**config.mk**
```make
export PLATFORM = sky130hd
export DESIGN_NAME = result_drain
export DESIGN_NICKNAME = d
export VERILOG_FILES = /design/src/rtl/result_drain.sv
export SDC_FILE = /design/constraint.sdc
export NUM_CORES = 1
export LEC_CHECK = 0
export ABC_AREA = 0
export CORE_MARGIN = 8
export CORE_UTILIZATION = 61
export DETAILED_ROUTE_END_ITERATION = 8
export PLACE_DENSITY = 0.83
export RECOVER_POWER = 25
export REMOVE_ABC_BUFFERS = 1
export SLEW_MARGIN = 20
export SYNTH_ARGS = -nofsm -noshare
export SYNTH_HDL_FRONTEND = slang
export SYNTH_SLANG_ARGS = --single-unit
export TNS_END_PERCENT = 100
```
**constraint.sdc**
```tcl
create_clock -name clk -period 3.9 [get_ports clk]
set_input_delay 0.78 -clock clk [delete_from_list [all_inputs] [get_ports clk]]
set_output_delay 0.78 -clock clk [all_outputs]
set_load 0.03 [all_outputs]
```
**src/rtl/result_drain.sv**
```systemverilog
// -----------------------------------------------------------------------------
// result_drain
//
// Drains the systolic-array output buffer at the end of a pass. On an accepted
// start pulse the block issues ROWS row reads (buf_rd_en), captures the rows
// that come back RD_LAT cycles later into a small show-ahead FIFO, and streams
// them downstream over valid/ready with m_last on the final row. Reads are only
// issued while a FIFO slot is guaranteed for the returning data, so downstream
// backpressure stalls the reads instead of losing rows.
//
// Ports
//   clk         : clock, all state changes on the rising edge
//   rst         : synchronous reset, active low
//   start       : one-cycle pulse starting a pass (honoured only when idle)
//   buf_rd_en   : output-buffer read strobe, one row per high cycle
//   buf_rd_data : row returned RD_LAT cycles after its strobe
//   m_valid     : downstream valid (FIFO not empty)
//   m_ready     : downstream ready
//   m_data      : head-of-FIFO row, row 0 first; zero while m_valid is low
//   m_last      : marks row ROWS-1
//   busy        : high while reading or flushing
//   done        : one-cycle pulse when the last row has been accepted
// -----------------------------------------------------------------------------
module result_drain #(
  parameter int ROWS       = 4,   // ARRAYHEIGHT of the reference array
  parameter int ROW_W      = 32,  // OUTPUT_BUF_DATASIZE (8) * ARRAYWIDTH (4)
  parameter int RD_LAT     = 1,   // 1..4
  parameter int FIFO_DEPTH = 4    // must be >= RD_LAT + 2
) (
  input  logic             clk,
  input  logic             rst,
  input  logic             start,
  output logic             buf_rd_en,
  input  logic [ROW_W-1:0] buf_rd_data,
  output logic             m_valid,
  input  logic             m_ready,
  output logic [ROW_W-1:0] m_data,
  output logic             m_last,
  output logic             busy,
  output logic             done
);

  localparam int RC_W  = (ROWS > 1) ? $clog2(ROWS) : 1;
  localparam int PTR_W = (FIFO_DEPTH > 1) ? $clog2(FIFO_DEPTH) : 1;
  localparam int OCC_W = $clog2(FIFO_DEPTH + 1);
  localparam int SUM_W = OCC_W + 1;

  localparam logic [RC_W-1:0]  LAST_ROW  = RC_W'(ROWS - 1);
  localparam logic [PTR_W-1:0] LAST_PTR  = PTR_W'(FIFO_DEPTH - 1);
  localparam logic [SUM_W-1:0] DEPTH_SUM = SUM_W'(FIFO_DEPTH);

  typedef enum logic [1:0] {
    S_IDLE  = 2'd0,
    S_ISSUE = 2'd1,
    S_FLUSH = 2'd2,
    S_DONE  = 2'd3
  } state_t;

  state_t             state_q,       state_d;
  logic [RC_W-1:0]    issue_cnt_q,   issue_cnt_d;
  logic [RC_W-1:0]    beat_cnt_q,    beat_cnt_d;
  logic [RD_LAT-1:0]  pipe_q,        pipe_d;
  logic [OCC_W-1:0]   outstanding_q, outstanding_d;
  logic [OCC_W-1:0]   occ_q,         occ_d;
  logic [PTR_W-1:0]   wr_ptr_q,      wr_ptr_d;
  logic [PTR_W-1:0]   rd_ptr_q,      rd_ptr_d;
  logic [ROW_W-1:0]   mem_q [FIFO_DEPTH];
  logic [ROW_W-1:0]   mem_d [FIFO_DEPTH];

  logic               issue_ok;
  logic               wr_en;
  logic               pop;
  logic [SUM_W-1:0]   credit_sum;

  // Circular FIFO pointer increment for any depth, power of two or not.
  function automatic logic [PTR_W-1:0] next_ptr(input logic [PTR_W-1:0] p);
    if (p == LAST_PTR) begin
      return {PTR_W{1'b0}};
    end else begin
      return p + PTR_W'(1);
    end
  endfunction

  // Read credit, FIFO write/pop strobes and the returned-data pipeline.
  always_comb begin
    // Only registered terms feed the credit check, so a pop in this cycle
    // frees its slot for the next cycle, never for the current one.
    credit_sum = SUM_W'(outstanding_q) + SUM_W'(occ_q);
    issue_ok   = (state_q == S_ISSUE) && (credit_sum < DEPTH_SUM);
    wr_en      = pipe_q[RD_LAT-1];
    pop        = (occ_q != {OCC_W{1'b0}}) && m_ready;

    pipe_d    = {RD_LAT{1'b0}};
    pipe_d[0] = issue_ok;
    for (int i = 1; i < RD_LAT; i++) begin
      pipe_d[i] = pipe_q[i-1];
    end
  end

  // Credit counters and FIFO storage/pointers.
  always_comb begin
    outstanding_d = outstanding_q;
    occ_d         = occ_q;
    wr_ptr_d      = wr_ptr_q;
    rd_ptr_d      = rd_ptr_q;
    mem_d         = mem_q;

    case ({issue_ok, wr_en})
      2'b10:   outstanding_d = outstanding_q + OCC_W'(1);
      2'b01:   outstanding_d = outstanding_q - OCC_W'(1);
      default: outstanding_d = outstanding_q;
    endcase

    // Simultaneous write and pop leaves the count unchanged; the pointers
    // still move independently so ordering is preserved.
    case ({wr_en, pop})
      2'b10:   occ_d = occ_q + OCC_W'(1);
      2'b01:   occ_d = occ_q - OCC_W'(1);
      default: occ_d = occ_q;
    endcase

    if (wr_en) begin
      mem_d[wr_ptr_q] = buf_rd_data;
      wr_ptr_d        = next_ptr(wr_ptr_q);
    end else begin
      wr_ptr_d = wr_ptr_q;
    end

    if (pop) begin
      rd_ptr_d = next_ptr(rd_ptr_q);
    end else begin
      rd_ptr_d = rd_ptr_q;
    end
  end

  // Pass sequencing: state, issue counter and beat counter.
  always_comb begin
    state_d     = state_q;
    issue_cnt_d = issue_cnt_q;
    beat_cnt_d  = beat_cnt_q;

    if (pop) begin
      if (beat_cnt_q == LAST_ROW) begin
        beat_cnt_d = {RC_W{1'b0}};
      end else begin
        beat_cnt_d = beat_cnt_q + RC_W'(1);
      end
    end else begin
      beat_cnt_d = beat_cnt_q;
    end

    case (state_q)
      S_IDLE: begin
        if (start) begin
          state_d     = S_ISSUE;
          issue_cnt_d = {RC_W{1'b0}};
          beat_cnt_d  = {RC_W{1'b0}};
        end else begin
          state_d = S_IDLE;
        end
      end
      S_ISSUE: begin
        if (issue_ok) begin
          if (issue_cnt_q == LAST_ROW) begin
            state_d = S_FLUSH;
          end else begin
            issue_cnt_d = issue_cnt_q + RC_W'(1);
          end
        end else begin
          state_d = S_ISSUE;
        end
      end
      S_FLUSH: begin
        // The final row always pops in FLUSH: its data returns at least
        // RD_LAT+1 cycles after the last read was issued.
        if (pop && m_last) begin
          state_d = S_DONE;
        end else begin
          state_d = S_FLUSH;
        end
      end
      S_DONE: begin
        state_d = S_IDLE;
      end
      default: begin
        state_d = S_IDLE;
      end
    endcase
  end

  // State register with synchronous active-low reset; reset drops any rows
  // still in flight from the output buffer.
  always_ff @(posedge clk) begin
    if (!rst) begin
      state_q       <= S_IDLE;
      issue_cnt_q   <= {RC_W{1'b0}};
      beat_cnt_q    <= {RC_W{1'b0}};
      pipe_q        <= {RD_LAT{1'b0}};
      outstanding_q <= {OCC_W{1'b0}};
      occ_q         <= {OCC_W{1'b0}};
      wr_ptr_q      <= {PTR_W{1'b0}};
      rd_ptr_q      <= {PTR_W{1'b0}};
      for (int i = 0; i < FIFO_DEPTH; i++) begin
        mem_q[i] <= {ROW_W{1'b0}};
      end
    end else begin
      state_q       <= state_d;
      issue_cnt_q   <= issue_cnt_d;
      beat_cnt_q    <= beat_cnt_d;
      pipe_q        <= pipe_d;
      outstanding_q <= outstanding_d;
      occ_q         <= occ_d;
      wr_ptr_q      <= wr_ptr_d;
      rd_ptr_q      <= rd_ptr_d;
      for (int i = 0; i < FIFO_DEPTH; i++) begin
        mem_q[i] <= mem_d[i];
      end
    end
  end

  // All outputs are decoded from registered state only.
  assign buf_rd_en = issue_ok;
  assign m_valid   = (occ_q != {OCC_W{1'b0}});
  assign m_data    = m_valid ? mem_q[rd_ptr_q] : {ROW_W{1'b0}};
  assign m_last    = m_valid && (beat_cnt_q == LAST_ROW);
  assign busy      = (state_q == S_ISSUE) || (state_q == S_FLUSH);
  assign done      = (state_q == S_DONE);

endmodule

```
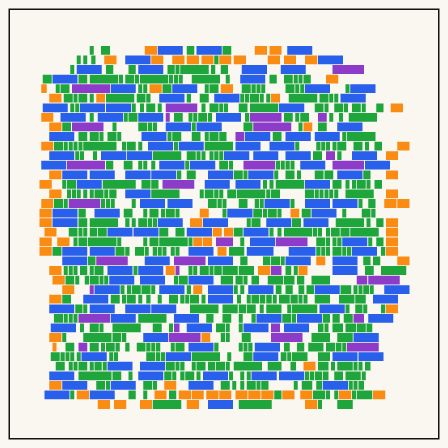
Figure 1: cell classes on the final placement.
legend:
  purple:
    class: clock drivers and dummy loads
    cells: 32
    share_of_their_area: 7.4%
  orange:
    class: remaining buffers and delay cells
    cells: 88
    share_of_their_area: 11%
  green:
    class: remaining logic cells
    cells: 555
    share_of_their_area: 45%
  blue:
    class: registers
    cells: 145
    share_of_their_area: 37%
Final Util: 74.4%
post-route cell area: 8100 um^2
FP Rows: 38
sequential cell area share: 35.9%
CORE AREA: 10900 um^2

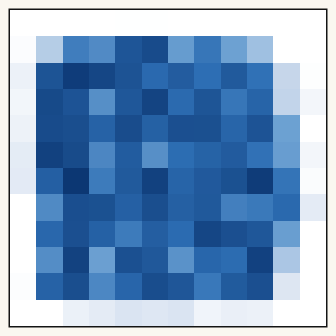
Figure 2: cell area per tile.
12 x 12 tiles, from white (low) to dark blue (high), 0 to 100% covered.
tiles over 75% full: 47%
nearly empty tiles: 19%
mean over tiles: 54%
Init Core Util: 62.5%

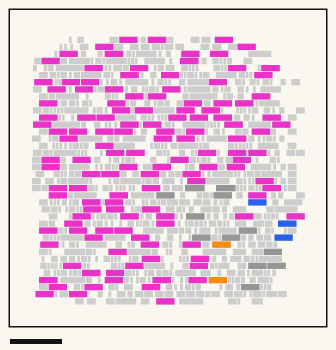
Figure 3: sequential cells grouped by signal name.
The bar under the picture is 20 um long.
legend:
  orange:
    signal: beat_cnt_q
    placed_flops: 2
  blue:
    signal: outstanding_q
    placed_flops: 3
  magenta:
    signal: mem_q
    placed_flops: 128
not coloured: 12

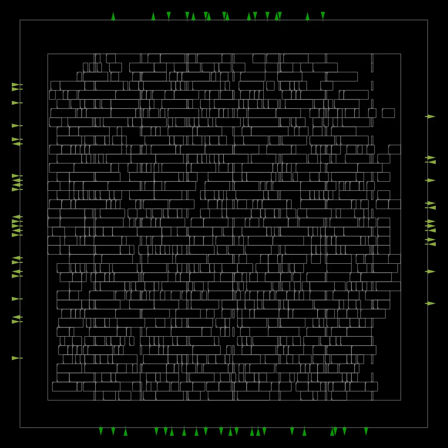
Figure 4: cell placement.
non-filler instance count after layout: 960
Fillers: 781
Flops: 145
n_taps: 140

==> flow_summary.ini <==
; synthesis and place-and-route metrics
[pwr]
pwr-share-clk_pct = 41.5
power_leakage_nw = 2.76
p_int_w = 0.00281
p_sw_w = 0.00108
seqPwrFrac_pct = 41.3
p_comb_share_pct = 17.2
vdd_ir_drop_max_mv = 0.381

[timing]
setup_viol = 0
period_used_pct = 95.9
fin_tns_setup_ns = 0
drv_slew = 96
setup_ws_ns = 0.159
rsz0062_at_grt = no
finalHoldViolations = 0
layout_min_cycle_time_ns = 3.74
fin_worst_skew_ns = 0.0122
fmax_mhz = 267

[outcome]
status = finished, violations left
violations = max-capacitance violations, max-slew violations

[setup_path]
start_kind = register
cp_slowest_cell = dfxtp_2
crit_fanout = 21
cp_cell_sequence = buf_4, mux4_1, and2_1, clkdlybuf4s50_1
critPathKind = register to output pin
rrSetupSlack_ns = 1.41
slowest_delay_ns = 0.77
worstPathArrival_ns = 2.96
crit_start = rd_ptr_q[0]

[worst_hold_path]
hp-start = mem_q[40]
hp-class = register to register

[routing]
routed_via_density = 5.73
drt_iter0_drc = 463
routed_wl_um = 16700
routed-via-count = 5503
avgRoutedWirePerCell_um = 17.4
route.detailed.drc = 0
first_pass_iters = 7
drtAntennaViolNets = 0

[finish]
layout.nets = 860
final-seq-area_um2 = 2910
num_antenna_cells = 0
area_growth_pct = 19.0
layout-drive-gt1-share_pct = 9.63
area.combinational_um2 = 3540
final_cell_mix = nand2_1 (276), dfxtp_1 (143), a21boi_0 (113)
final_common_cell = nand2_1

[grt]
grt_max_degree = 96
grt_overflow = 0
grt_pass1_wl_um = 27500
grt_pass1_vias = 5654
grtUsageTotal_pct = 23.3

[clocking]
cts_resized = 0
cts_setup_buffers = 0
postCtsHoldBufs = 0
cts_buffers = 17
root_buffer = clkbuf_8
cts_tree = built
worstSkewPairLatency_ns = 0.55
cts.path.max_buffers = 2

[run]
maxCapViolCount = 1
tool_warnings = 31

[synthesis]
syn_area_um2 = 6810
yosys-stat-cells = 757
ys_types = 35
synthCells = 757
yosys_warnings = 0
synth_seq_share_pct = 42.6

[floorplanning]
dieArea_um2 = 14800
die_h_um = 122
die_width_um = 122
num_io_pins = 73

[placement]
hpwl_um = 10200
routabilityCongestion = 0.781
place_area_um2 = 7520
io_buffers = 72
dp_slack_ns = 0.698
==> layer usage <==
metal / track usage [%] / up-vias / routed length (um) / part of all wire (%)
li1: - / 2616 / - / -
met1: 28.7 / 2647 / 6930 / 41
met2: 37.4 / 205 / 8340 / 50
met3: 6.34 / 33 / 1130 / 6.8
met4: 10.9 / 2 / 286 / 1.7
met5: 0 / - / 9 / 0.054
==> synthesized netlist by cell type <==
cell       instances  share of area (%)
a21boi_0         109                 12
a21boi_1          23                2.5
a21oi_1            5               0.37
and2_1            40                3.7
and2_4             1               0.13
and3_1             1              0.092
buf_1             12               0.66
buf_12             3               0.88
buf_2             17                1.2
buf_4              1               0.11
buf_6              2               0.33
clkbuf_1          22                1.2
dfxtp_1          145                 43
fa_1               2               0.59
ha_1              15                2.8
inv_1             15               0.83
mux2i_1            3               0.44
mux4_1             4                1.5
mux4_2            28                9.3
nand2_1          276                 15
nand2_4            1               0.17
nand2b_1           1              0.092
nand3_1            3               0.22
nor2_1             1              0.055
nor2b_1            2               0.18
nor3_1             3               0.22
nor4b_2            2               0.44
o211ai_1           1               0.11
o21a_1             2               0.22
o21ai_0            5               0.37
o2bb2ai_1          2               0.26
o32ai_1            1               0.13
or3_1              5               0.46
xnor2_1            2               0.26
xor2_1             2               0.26
==> sequential cells by signal (all words and copies together), names as in the netlist, named ones only <==
name,flops
state_q,1
pipe_q,1
beat_cnt_q,2
occ_q,3
wr_ptr_q,2
issue_cnt_q,2
rd_ptr_q,2
mem_q,128
outstanding_q,3
==> through the flow <==
step | std cells | total power [W]
floorplan | 700 | 0.00201
global placement | 928 | 0.00228
detailed placement | 928 | 0.00230
CTS | 960 | 0.00390
global route | 960 | 0.00404
finish | 960 | 0.00389
==> cell type report <==
class	count	share of cell area, %
Clock inverter	12	1.96
Inverter	15	0.695
Multi-Input combinational cell	540	43.8
Tap cell	140	2.16
Clock buffer	20	5.25
Sequential cell	145	35.9
Timing Repair Buffer	88	10.3
==> worst max-delay path: cells and delay by family (launching register included) <==
family,cells,cell delay [ns]
DFF,1,0.77
muxes,1,0.55
buffers and inverters,2,0.91
and+or+nand+nor,1,0.17
==> path summary, 6_finish.rpt <==
| check | depth (start not counted) | end |
|---|---|---|
| min | 2 | mem_q[40] |
| max reg2reg | 10 | outstanding_q[2] |
| min reg2reg | 2 | mem_q[40] |
| max | 4 | m_data[31] |
==> cells by family (layout without fill, tap and decap cells) <==
kind of cell	count (synthesis)	in the layout	share of synthesized area [%]
multiplexers	35	35	11.2
AND/OR/NAND/NOR	336	336	21.0
buffers and inverters	72	135	5.28
XOR/XNOR	4	4	0.515
adder cells (fa/ha/maj)	17	17	3.35
flip-flops	145	145	42.6
AND-OR/OR-AND	148	148	16.0
==> power by group through the flow <==
stage | clock (W) | combinational (W) | sequential, W
after floorplan | 0 | 0.000371 | 0.00164
after global placement | 0 | 0.000645 | 0.00164
after detailed placement | 0 | 0.000664 | 0.00164
after CTS | 0.00162 | 0.000673 | 0.00161
after global routing | 0.00169 | 0.000732 | 0.00162
final | 0.00161 | 0.000670 | 0.00161
No activity file was given, so power comes from the tool's default toggle rates.
